--- src/rtl/array_arbiter2_pkg.sv ---
// rtl/array_arbiter2_pkg.sv - shared constants and types for the two-requester array arbiter
//
// Purpose: default address/data widths, requester index encoding used by the
// round-robin priority register, and the array port bundle type.
package array_arbiter2_pkg;

  // Default widths of the shared array (address / data).
  localparam int AW_DEF = 8;
  localparam int DW_DEF = 8;

  // Requester indices; also the encoding of the priority register.
  localparam logic REQ0 = 1'b0;
  localparam logic REQ1 = 1'b1;

  // Command side of the single array port at default widths.
  typedef struct packed {
    logic [AW_DEF-1:0] addr;
    logic [DW_DEF-1:0] di;
    logic              we;
  } arr_cmd_t;

endpackage

--- src/rtl/array_arbiter2_if.sv ---
// rtl/array_arbiter2_if.sv - requester command/response channel of the array arbiter
//
// Purpose: one requester's view of the shared array.
//   addr/di/we/valid/ready : command channel (valid/ready handshake)
//   do_data/do_valid/do_ready : read response channel (valid/ready handshake)
// Modports: master = requester side, slave = arbiter side.
interface array_arbiter2_if #(
  parameter int AW = 8,
  parameter int DW = 8
) ();

  logic [AW-1:0] addr;
  logic [DW-1:0] di;
  logic          we;
  logic          valid;
  logic          ready;
  logic [DW-1:0] do_data;
  logic          do_valid;
  logic          do_ready;

  modport master (
    output addr, di, we, valid, do_ready,
    input  ready, do_data, do_valid
  );

  modport slave (
    input  addr, di, we, valid, do_ready,
    output ready, do_data, do_valid
  );

endinterface

--- src/rtl/array_arb_resp.sv ---
// rtl/array_arb_resp.sv - per-requester read pipeline flag and response register
//
// Purpose: tracks one read in flight and holds its data until consumed.
// Ports:
//   clk, nrst   : clock, synchronous active-low reset
//   issue       : a read for this requester was granted this cycle
//   arr_do      : array read data (valid the cycle after the grant)
//   do_ready    : response consumed
//   pend        : read in flight (array data arrives this cycle)
//   do_data     : held read data
//   do_valid    : read data valid
module array_arb_resp #(
  parameter int DW = 8
) (
  input  logic          clk,
  input  logic          nrst,
  input  logic          issue,
  input  logic [DW-1:0] arr_do,
  input  logic          do_ready,
  output logic          pend,
  output logic [DW-1:0] do_data,
  output logic          do_valid
);

  always_ff @(posedge clk) begin
    if (!nrst) begin
      pend     <= 1'b0;
      do_data  <= '0;
      do_valid <= 1'b0;
    end else begin
      // The arbiter never grants while pend or do_valid is set, so a
      // new issue can never collide with a capture or a held response.
      pend <= issue;
      if (pend) begin
        do_data  <= arr_do;
        do_valid <= 1'b1;
      end else if (do_valid && do_ready) begin
        do_valid <= 1'b0;
      end
    end
  end

endmodule

--- src/rtl/array_arbiter2.sv ---
// rtl/array_arbiter2.sv - round-robin arbiter sharing one array port between two requesters
//
// Purpose: grants at most one command per cycle to the array, alternating
// priority after every grant, and returns read data per requester.
// Ports:
//   clk, nrst          : clock, synchronous active-low reset
//   r0, r1             : requester channels (array_arbiter2_if.slave)
//   arr_addr/di/we     : array command port (zero when nothing is granted)
//   arr_do             : array read data, one cycle after the address
module array_arbiter2
  import array_arbiter2_pkg::*;
#(
  parameter int AW = AW_DEF,
  parameter int DW = DW_DEF
) (
  input  logic            clk,
  input  logic            nrst,
  array_arbiter2_if.slave r0,
  array_arbiter2_if.slave r1,
  output logic [AW-1:0]   arr_addr,
  output logic [DW-1:0]   arr_di,
  output logic            arr_we,
  input  logic [DW-1:0]   arr_do
);

  logic prio;
  logic pend0, pend1;
  logic elig0, elig1;
  logic grant0, grant1;

  // Waiting for an own outstanding read (or its undrained response) also
  // blocks writes, which keeps each requester's commands in order.
  assign elig0 = r0.valid && !pend0 && !r0.do_valid;
  assign elig1 = r1.valid && !pend1 && !r1.do_valid;

  assign grant0 = elig0 && (!elig1 || prio == REQ0);
  assign grant1 = elig1 && (!elig0 || prio == REQ1);

  assign r0.ready = grant0;
  assign r1.ready = grant1;

  always_ff @(posedge clk) begin
    if (!nrst) begin
      prio <= REQ0;
    end else if (grant0) begin
      prio <= REQ1;
    end else if (grant1) begin
      prio <= REQ0;
    end
  end

  always_comb begin
    arr_addr = '0;
    arr_di   = '0;
    arr_we   = 1'b0;
    if (grant0) begin
      arr_addr = r0.addr;
      arr_di   = r0.di;
      arr_we   = r0.we;
    end else if (grant1) begin
      arr_addr = r1.addr;
      arr_di   = r1.di;
      arr_we   = r1.we;
    end
  end

  array_arb_resp #(.DW(DW)) u_resp0 (
    .clk      (clk),
    .nrst     (nrst),
    .issue    (grant0 && !r0.we),
    .arr_do   (arr_do),
    .do_ready (r0.do_ready),
    .pend     (pend0),
    .do_data  (r0.do_data),
    .do_valid (r0.do_valid)
  );

  array_arb_resp #(.DW(DW)) u_resp1 (
    .clk      (clk),
    .nrst     (nrst),
    .issue    (grant1 && !r1.we),
    .arr_do   (arr_do),
    .do_ready (r1.do_ready),
    .pend     (pend1),
    .do_data  (r1.do_data),
    .do_valid (r1.do_valid)
  );

endmodule

--- src/flat_wrapper.sv ---
// flat-port wrapper written by rule: the top's interface ports become plain ports
module array_arbiter2_flat import array_arbiter2_pkg::*;
#(
  parameter int AW = AW_DEF,
  parameter int DW = DW_DEF
)
  (clk, nrst, arr_addr, arr_di, arr_we, arr_do, r0_addr, r0_di, r0_we, r0_valid, r0_do_ready, r0_ready, r0_do_data, r0_do_valid, r1_addr, r1_di, r1_we, r1_valid, r1_do_ready, r1_ready, r1_do_data, r1_do_valid);
  array_arbiter2_if #(.AW(AW), .DW(DW)) r0_i ();
  array_arbiter2_if #(.AW(AW), .DW(DW)) r1_i ();
  input  logic clk;
  input  logic nrst;
  output logic [AW-1:0] arr_addr;
  output logic [DW-1:0] arr_di;
  output logic arr_we;
  input  logic [DW-1:0] arr_do;
  input wire logic [$bits(r0_i.addr)-1:0] r0_addr;
  input wire logic [$bits(r0_i.di)-1:0] r0_di;
  input wire logic [$bits(r0_i.we)-1:0] r0_we;
  input wire logic [$bits(r0_i.valid)-1:0] r0_valid;
  input wire logic [$bits(r0_i.do_ready)-1:0] r0_do_ready;
  output wire logic [$bits(r0_i.ready)-1:0] r0_ready;
  output wire logic [$bits(r0_i.do_data)-1:0] r0_do_data;
  output wire logic [$bits(r0_i.do_valid)-1:0] r0_do_valid;
  input wire logic [$bits(r1_i.addr)-1:0] r1_addr;
  input wire logic [$bits(r1_i.di)-1:0] r1_di;
  input wire logic [$bits(r1_i.we)-1:0] r1_we;
  input wire logic [$bits(r1_i.valid)-1:0] r1_valid;
  input wire logic [$bits(r1_i.do_ready)-1:0] r1_do_ready;
  output wire logic [$bits(r1_i.ready)-1:0] r1_ready;
  output wire logic [$bits(r1_i.do_data)-1:0] r1_do_data;
  output wire logic [$bits(r1_i.do_valid)-1:0] r1_do_valid;
  assign r0_i.addr = r0_addr;
  assign r0_i.di = r0_di;
  assign r0_i.we = r0_we;
  assign r0_i.valid = r0_valid;
  assign r0_i.do_ready = r0_do_ready;
  assign r0_ready = r0_i.ready;
  assign r0_do_data = r0_i.do_data;
  assign r0_do_valid = r0_i.do_valid;
  assign r1_i.addr = r1_addr;
  assign r1_i.di = r1_di;
  assign r1_i.we = r1_we;
  assign r1_i.valid = r1_valid;
  assign r1_i.do_ready = r1_do_ready;
  assign r1_ready = r1_i.ready;
  assign r1_do_data = r1_i.do_data;
  assign r1_do_valid = r1_i.do_valid;
  array_arbiter2 #(.AW(AW), .DW(DW)) u_core (.clk(clk), .nrst(nrst), .r0(r0_i), .r1(r1_i), .arr_addr(arr_addr), .arr_di(arr_di), .arr_we(arr_we), .arr_do(arr_do));
endmodule
--- config.mk ---
export PLATFORM = sky130hd
export DESIGN_NAME = array_arbiter2_flat
export DESIGN_NICKNAME = d
export VERILOG_FILES = /design/src/rtl/array_arbiter2_pkg.sv /design/src/rtl/array_arbiter2_if.sv /design/src/rtl/array_arb_resp.sv /design/src/rtl/array_arbiter2.sv /design/src/flat_wrapper.sv
export SDC_FILE = /design/constraint.sdc
export NUM_CORES = 1
export LEC_CHECK = 0
export ABC_CLOCK_PERIOD_IN_PS = 1700
export CAP_MARGIN = 0
export CORE_MARGIN = 2
export CORE_UTILIZATION = 32
export DETAILED_ROUTE_END_ITERATION = 10
export GPL_TIMING_DRIVEN = 0
export HOLD_SLACK_MARGIN = 0.08
export PLACE_DENSITY_LB_ADDON = 0.05
export SYNTH_ARGS = -nofsm -noshare
export SYNTH_HDL_FRONTEND = slang
export SYNTH_HIERARCHICAL = 1
export SYNTH_SLANG_ARGS = --single-unit
--- constraint.sdc ---
create_clock -name clk -period 1.7 [get_ports clk]
set_input_delay 0.17 -clock clk [delete_from_list [all_inputs] [get_ports clk]]
set_output_delay 0.17 -clock clk [all_outputs]
set_load 0.03 [all_outputs]
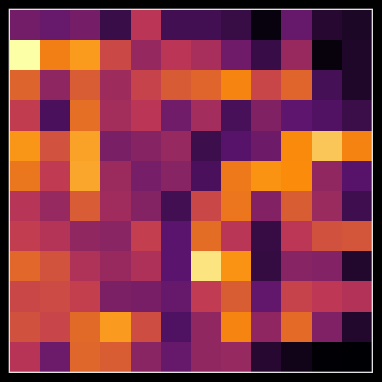
**Above:** routed metal per tile.
(6 px per micron) The die is cut into 12 by 12 equal tiles; black is low, pale yellow is high, scaled to the fullest tile. Values are wire area over tile area, all layers added.
nearly empty tiles: 2.1%
mean over tiles: 0.14
tiles over half the peak: 38%
fullest tile: 0.32
wire per inst: 13.2 microns
Total GRT Usage: 17.6%
Vias: 1062
drt total wl: 3.02 mm

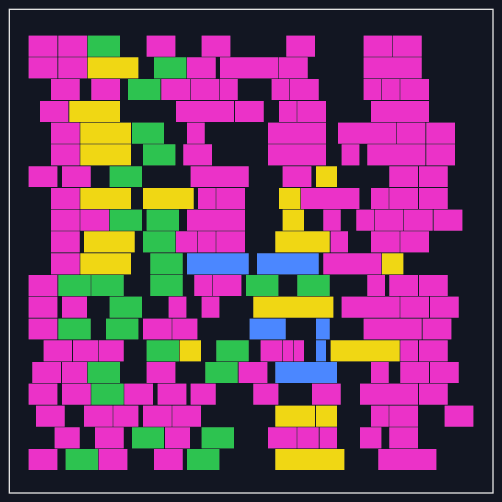
**Above:** cells by drive strength.
(8 px per micron)
legend:
  drive 1 or less:
    color: magenta
    cells: 133
    share: 72%
    most_used: clkdlybuf4s50_1
  drive 2:
    color: blue
    cells: 6
    share: 3.2%
    most_used: dfxtp_2
  drive 3 to 4:
    color: yellow
    cells: 19
    share: 10%
    most_used: a22o_4
  drive 6 and up:
    color: green
    cells: 27
    share: 15%
    most_used: buf_6
synthesis-to-layout area growth: 109%
Non-clock buffers: 95

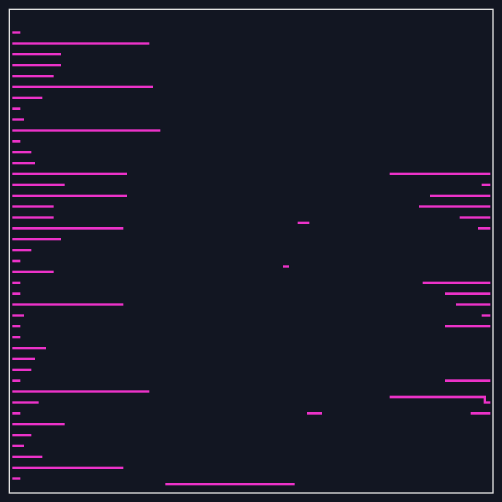
**Above:** metal 3.
(8 px per micron)
wire length on this layer: 321 microns
longest straight run: 18.2 microns
share of all routed wire: 11%

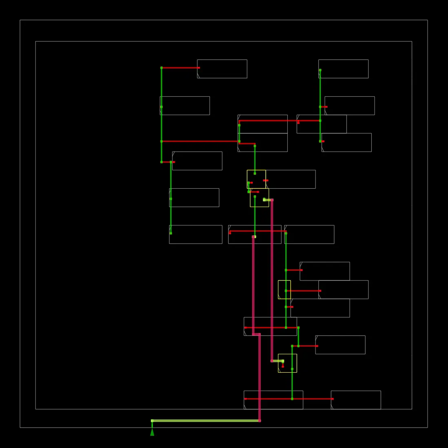
**Above:** clock nets.
Final Skew: 5.36 ps
# clk buffers: 3

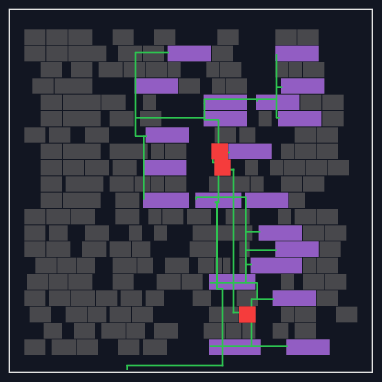
**Above:** routed clock nets over the placement.
(6 px per micron)
legend:
  cells driving clock nets:
    color: red
    count: 3
  flip-flops:
    color: purple
    count: 21
  clock wires:
    color: green
    length: 226 microns
routed clock nets: 4
worst-skew pair later-pin latency: 300 ps
Clock Power: 0.000227 W

[synth_stat cells (all sizes together)]
master / number / area share (%)
and2b: 1 / 0.74
mux2i: 16 / 16
and4bb: 1 / 1.2
nor2: 1 / 0.37
nor3b: 2 / 2.6
a2111oi: 1 / 2.7
dfxtp: 21 / 41
buf: 5 / 4.3
o21a: 2 / 1.5
nor2b: 20 / 13
a22o: 17 / 15
inv: 2 / 0.74
and2: 2 / 1.2
[worst max-delay path: cells and delay by family, from the launching register on]
kind            cells  cell delay (ps)
buf+inv             3              390
simple gates        2              380
flops               1              370
compound gates      1              240
[kinds of logic after synthesis]
kind of cell | count (synthesis) | share of synthesized area [%]
simple gates | 27 | 18.8
compound gates | 20 | 18.9
mux | 16 | 15.8
buf+inv | 7 | 5.06
flops | 21 | 41.5
==> out/metrics.yaml <==
min_path:
  worstHoldPathType: "input port to flip-flop"
  whs_path_depth: 4
  hold_path_end: "u_core/prio"
global_route:
  antenna_found_initial: 0
  gr-usage-met3_pct: 6.93
power_and_ir_drop:
  p_total_w: 0.00135
  seqPwrFrac_pct: 38.6
  pwr-share-comb_pct: 44.6
synthesis:
  syn_nets: 139
  ys_cells: 91
  avgSynthCellArea_sq_um: 11.1
  ys_seq_share_pct: 41.5
outcome:
  violations: "negative setup slack"
  status: "finished, violations left"
finish:
  flop_area_sq_um: 432
  lay_top_count: "clkdlybuf4s50_1"
  post_layout_nonfiller_instances: 229
  logic_gates: 63
  layout.area.comb_sq_um: 617
timing:
  setup_viol: 17
  layout_setup_ws_ps: -150
  worstMarginPinSlew_ps: 538
worst_setup_path:
  cp_common_cell: "buf_6"
  reg2reg_depth: 6
  max_stage_delay_ps: 370
  crit_chain: "and4bb_2, nor2b_4, buf_6, buf_6, a22o_4, buf_6"
  startpoint_type: "flip-flop"
  cp-endpoint: "arr_addr[3]"
die:
  ios: 85
  die_x_microns: 60.3
placement:
  dp_hpwl_mm: 2.28
  io_buffers: 84
job:
  maxCapViolCount: 0
  warnings: 28
route:
  wl_met3_microns: 321
clock_network:
  cts_buffers: 3
Power and IR drop assume default switching activity.
